**config.mk**
```make
export PLATFORM = sky130hd
export DESIGN_NAME = prism_sit_load_ctrl
export DESIGN_NICKNAME = d
export VERILOG_FILES = /design/src/rtl/prism_sit_pkg.sv /design/src/rtl/prism_sit_row_packer.sv /design/src/rtl/prism_sit_load_ctrl.sv
export SDC_FILE = /design/constraint.sdc
export NUM_CORES = 1
export LEC_CHECK = 0
export CORE_MARGIN = 5
export CORE_UTILIZATION = 45
export CTS_CLUSTER_SIZE = 14
export DETAILED_ROUTE_END_ITERATION = 8
export PLACE_DENSITY = 0.79
export SLEW_MARGIN = 5
export SYNTH_ARGS = -nofsm -noshare
export SYNTH_HDL_FRONTEND = slang
export SYNTH_SLANG_ARGS = --single-unit
```
**constraint.sdc**
```tcl
create_clock -name clk -period 2.5 [get_ports clk]
set_clock_uncertainty 0.2 [all_clocks]
set_input_delay 0.375 -clock clk [delete_from_list [all_inputs] [get_ports clk]]
set_output_delay 0.375 -clock clk [all_outputs]
set_load 0.005 [all_outputs]
```
**src/rtl/prism_sit_pkg.sv**
```systemverilog
// Shared definitions for the PRISM SIT load path: FSM encodings and the
// row/word geometry helpers used by the loader, the latch chain and the SIT.
package prism_sit_pkg;

    localparam logic [2:0] ST_IDLE    = 3'd0;
    localparam logic [2:0] ST_COLLECT = 3'd1;
    localparam logic [2:0] ST_SETUP   = 3'd2;
    localparam logic [2:0] ST_STROBE  = 3'd3;
    localparam logic [2:0] ST_HOLD    = 3'd4;
    localparam logic [2:0] ST_DONE    = 3'd5;

    function automatic int unsigned clog2(input int unsigned value);
        int unsigned result;
        int unsigned span;
        result = 0;
        span   = 1;
        while (span < value) begin
            span   = span << 1;
            result = result + 1;
        end
        return result;
    endfunction

    function automatic int unsigned words_per_row(input int unsigned width);
        return (width + 32'd31) / 32'd32;
    endfunction

endpackage

```
**src/rtl/prism_sit_row_packer.sv**
```systemverilog
// Packs accepted 32-bit stream words into one WIDTH-bit SIT row; the final
// word is truncated to the bits the row actually has.
module prism_sit_row_packer
    import prism_sit_pkg::*;
#(
    parameter  int unsigned WIDTH = 80,
    localparam int unsigned WPR   = words_per_row(WIDTH),
    localparam int unsigned IDX_W = clog2(WPR)
) (
    input  logic             clk,
    input  logic             rst_n,
    input  logic             i_clr,
    input  logic             i_accept,
    input  logic [31:0]      i_data,
    output logic             o_last,
    output logic [WIDTH-1:0] o_row
);

    logic [IDX_W-1:0] r_word_idx;

    assign o_last = (r_word_idx == IDX_W'(WPR - 1));

    always_ff @(posedge clk or negedge rst_n) begin
        if (!rst_n) begin
            r_word_idx <= '0;
        end else if (i_clr) begin
            r_word_idx <= '0;
        end else if (i_accept) begin
            r_word_idx <= o_last ? '0 : r_word_idx + 1'b1;
        end
    end

    // One register per word slot so each slot has a single owner; the last
    // slot is only as wide as the remaining row bits.
    for (genvar w = 0; w < WPR; w++) begin : g_slot
        localparam int unsigned LO     = 32 * w;
        localparam int unsigned SLOT_W = ((WIDTH - LO) > 32) ? 32 : (WIDTH - LO);

        logic              w_we;
        logic [SLOT_W-1:0] r_slot;

        assign w_we = i_accept && (r_word_idx == IDX_W'(w));

        always_ff @(posedge clk or negedge rst_n) begin
            if (!rst_n) begin
                r_slot <= '0;
            end else if (w_we) begin
                r_slot <= i_data[SLOT_W-1:0];
            end
        end

        assign o_row[LO +: SLOT_W] = r_slot;
    end

endmodule

```
**src/rtl/prism_sit_load_ctrl.sv**
```systemverilog
// Loads a full PRISM SIT from a 32-bit valid/ready stream, driving the latch
// chain with setup/strobe/hold sequencing and holding the engine off meanwhile.
module prism_sit_load_ctrl
    import prism_sit_pkg::*;
#(
    parameter  int unsigned WIDTH  = 80,
    parameter  int unsigned DEPTH  = 2,
    localparam int unsigned WPR    = words_per_row(WIDTH),
    localparam int unsigned C_BITS = clog2(DEPTH + 1)
) (
    input  logic              clk,
    input  logic              rst_n,
    input  logic              start,
    input  logic              abort,
    input  logic              in_valid,
    input  logic [31:0]       in_data,
    output logic              in_ready,
    output logic [WIDTH-1:0]  cfg_data,
    output logic              cfg_shift,
    output logic              busy,
    output logic              halt_req,
    output logic              done,
    output logic [C_BITS-1:0] rows_loaded
);

    logic [2:0]        r_state;
    logic [C_BITS-1:0] r_row_cnt;
    logic [C_BITS-1:0] r_rows_loaded;
    logic              r_cfg_shift;
    logic              r_done;

    logic              w_accept;
    logic              w_start_ok;
    logic              w_last_word;
    logic              w_last_row;
    logic              w_abort_load;

    assign w_accept     = in_valid && in_ready;
    assign w_start_ok   = (r_state == ST_IDLE) && start && !abort;
    assign w_last_row   = (r_row_cnt == C_BITS'(DEPTH - 1));
    assign w_abort_load = abort && (r_state != ST_IDLE);

    prism_sit_row_packer #(
        .WIDTH (WIDTH)
    ) u_packer (
        .clk      (clk),
        .rst_n    (rst_n),
        .i_clr    (w_start_ok),
        .i_accept (w_accept),
        .i_data   (in_data),
        .o_last   (w_last_word),
        .o_row    (cfg_data)
    );

    always_ff @(posedge clk or negedge rst_n) begin
        if (!rst_n) begin
            r_state <= ST_IDLE;
        end else if (w_abort_load) begin
            r_state <= ST_IDLE;
        end else begin
            case (r_state)
                ST_IDLE:    if (w_start_ok) r_state <= ST_COLLECT;
                ST_COLLECT: if (w_accept && w_last_word) r_state <= ST_SETUP;
                ST_SETUP:   r_state <= ST_STROBE;
                ST_STROBE:  r_state <= ST_HOLD;
                ST_HOLD:    r_state <= w_last_row ? ST_DONE : ST_COLLECT;
                ST_DONE:    r_state <= ST_IDLE;
                default:    r_state <= ST_IDLE;
            endcase
        end
    end

    always_ff @(posedge clk or negedge rst_n) begin
        if (!rst_n) begin
            r_row_cnt <= '0;
        end else if (w_start_ok) begin
            r_row_cnt <= '0;
        end else if (!abort && (r_state == ST_HOLD) && !w_last_row) begin
            r_row_cnt <= r_row_cnt + 1'b1;
        end
    end

    // A strobe already on the wire counts even if abort arrives with it.
    always_ff @(posedge clk or negedge rst_n) begin
        if (!rst_n) begin
            r_rows_loaded <= '0;
        end else if (w_start_ok) begin
            r_rows_loaded <= '0;
        end else if (r_state == ST_STROBE) begin
            r_rows_loaded <= r_rows_loaded + 1'b1;
        end
    end

    always_ff @(posedge clk or negedge rst_n) begin
        if (!rst_n) begin
            r_cfg_shift <= 1'b0;
            r_done      <= 1'b0;
        end else begin
            r_cfg_shift <= (r_state == ST_SETUP) && !abort;
            r_done      <= (r_state == ST_HOLD) && w_last_row && !abort;
        end
    end

    assign in_ready    = (r_state == ST_COLLECT);
    assign busy        = (r_state != ST_IDLE);
    assign halt_req    = busy;
    assign cfg_shift   = r_cfg_shift;
    assign done        = r_done;
    assign rows_loaded = r_rows_loaded;

endmodule

```
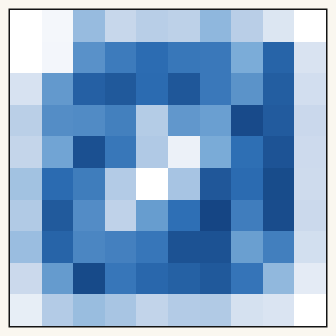
**Above:** cell area per tile.
The die is cut into 10 by 10 equal tiles; white is low, dark blue is high, 0 to 100% covered.
The mean over all tiles is 50%. 25% of the tiles are over 75% full. The emptiest ninth of the die: north-west. The fullest tile reaches 91%. 5.0% of the tiles are nearly empty.
total core area: 0.00809 mm²
starting density of the core: 45.7%
final design utilization: 64.7%

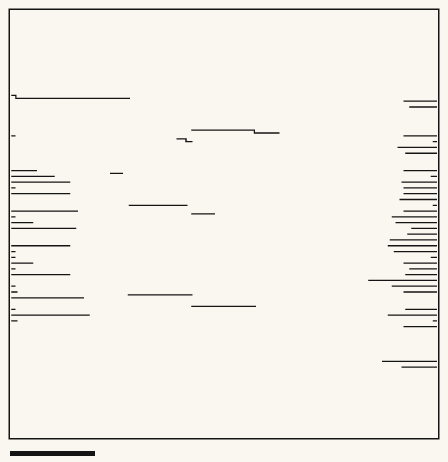
**Above:** met3 routing.
Scale bar: 20 µm.
The layer holds 6.3% of the routed length. The wires run mostly horizontal. The layer carries 512 µm of wire. 59 nets have wire on it.
global-route track usage on met3: 5.67%
routed vias: 2297
wire length reported by the detailed router: 8100 µm

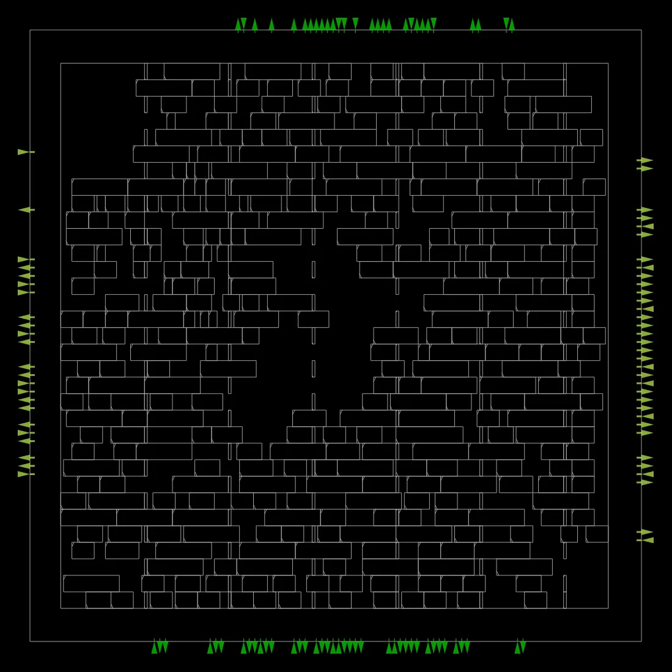
**Above:** placed standard cells.
tally of non-filler cells in the final layout: 464
placement row count: 33
number of inserted filler cells in the final layout: 633
sequential cell count of the final layout: 91
inserted tap cell count: 105

power groups by stage:
stage / clock [mW] / combinational [mW] / sequential, mW
after floorplan: 0 / 0.627 / 2.41
after global placement: 0 / 2.01 / 2.38
after detailed placement: 0 / 2.06 / 2.40
after CTS: 1.03 / 2.07 / 2.38
after global routing: 1.09 / 2.15 / 2.45
final: 0.995 / 2.02 / 2.38
layout make-up:
type                       instances  share of cell area, %
multi-input combinational        120                   24.8
tap                              105                   2.51
timing repair buffer             131                   25.4
clock buffer                       9                   2.36
sequential                        91                   43.5
inverter                           1                 0.0716
clock inverter                     7                   1.43
registers in the layout (all words and copies together) (netlist names):
register	cells
r_state	3
r_row_cnt	2
cfg_shift	1
rows_loaded	2
done	1
u_packer.g_slot.r_slot	80
u_packer.r_word_idx	2
==> flow_results.org <==
#+TITLE: Flow metrics

** Drt
- Detailed routing placed a total of 512 µm of wire on met3.
- Met2 wire length :: 4120 µm

** Worst setup path
- Maximum fanout encountered on the critical timing path :: 7
- Category of the worst setup path capture point :: output pin
- For this run, the slowest stage of the critical path takes 0.54 ns.
- Critical path depth :: 3
- Per STA, the worst path accumulates the most delay in the family buffers and inverters.
- Required time at the worst-slack endpoint :: 1.92 ns
- Sequence of cells on the critical path :: buf_4 -> nor3b_2 -> clkdlybuf4s50_1
- The worst setup path is of the flip-flop to output pin kind.
- Worst R2R End :: u_packer.g_slot[0].r_slot[24]
- Startpoint of the worst register-to-register path :: r_state[1]
- The critical path contains buffers and inverters numbering 2 combined.
- Capturing element of the worst setup path :: in_ready

** Synth
- The number of nets in the synthesized netlist is 264.
- Dominant Register Cell :: sky130_fd_sc_hd__dfrtp_1
- Cell count after synthesis :: 226
- Mean instance size in the synthesized netlist :: 16.4 µm²
- Post-synthesis sequential area ratio :: 61.5%
- sky130_fd_sc_hd__dfrtp_1 takes more of the synthesized area than any other cell.
- Synthesis inferred 91 register bits.
- Yosys reports the multiplexer fraction of the synthesized area as 27.3%.
- Yosys cell types :: 31
- The warning tally printed by Yosys for this design is 0.
- Top cell type by instance count after synthesis :: sky130_fd_sc_hd__dfrtp_1
- Top cell types by occurrence after synthesis :: 91 x sky130_fd_sc_hd__dfrtp_1, 51 x sky130_fd_sc_hd__mux2_1, 29 x sky130_fd_sc_hd__mux2_4
- Yosys mapped a number of flops with a built-in enable equal to 0.

** Clock network
- The H-tree was split into 3 levels.
- Setup bufs post-CTS :: 0
- The clock drives 91 sinks.
- Total clock buffers created by CTS :: 9
- For reference, the clock transition at the flip-flops on the worst setup and hold paths is 0.09 ns.
- In this run the clock root is driven by a sky130_fd_sc_hd__clkbuf_8.
- # resized after CTS :: 0

** Cells and area
- Synthesis-to-layout area growth :: 41.6%
- Combined area of the multi-input logic cells :: 0.00130 mm²
- Register area :: 0.00228 mm²
- Antenna diode instance count :: 0
- The library cells used most frequently in the layout, excluding fill and tap cells, are 122 x sky130_fd_sc_hd__clkdlybuf4s50_1, 91 x sky130_fd_sc_hd__dfrtp_1, 51 x sky130_fd_sc_hd__mux2_1.
- Most instantiated logic cell after routing :: sky130_fd_sc_hd__clkdlybuf4s50_1
- The layout summary lists the proportion of cells stronger than drive strength 1 as 16.4%.

** Global route
- The via count of the first global-routing pass was 2429.
- GR Layer Usage met1 :: 20.1%

** STA
- Setup repair after global routing left no endpoint under its margin.
- Worst hold slack :: 0.295 ns
- The final timing report gives a worst setup slack of 0.162 ns.
- The final report lists the setup-violating endpoint count as 0.
- Hold violation total from the final report :: 0
- Rel. slew slack :: 63.9%
- Post-layout min period :: 2.34 ns

** Pwr
- The power report lists cell-internal power as 3.99 mW.
- Dividing total power by cell area gives a power density of 1030 mW/mm².
- Switching power :: 1.40 mW
- The clock network is responsible for 18.5% of the overall power.
- Pwr Total :: 5.39 mW
- Net switching fraction of the power :: 26.0%

** Status
- Status :: complete, no violations

** Die
- The chip occupies 0.0101 mm².

** Place
- RePlAce ended its routability-driven mode at a weighted congestion of 0.704.
- Input and output buffers added on the ports amount to 123.
- Area after DPL :: 0.00503 mm²

** Job
- Number of max-cap violations :: 0

** Hold path
- Hold depth :: 1
- HP Start :: u_packer.g_slot[2].r_slot[15]
- Destination of the worst hold path :: u_packer.g_slot[2].r_slot[15]
Power and IR drop assume default switching activity.
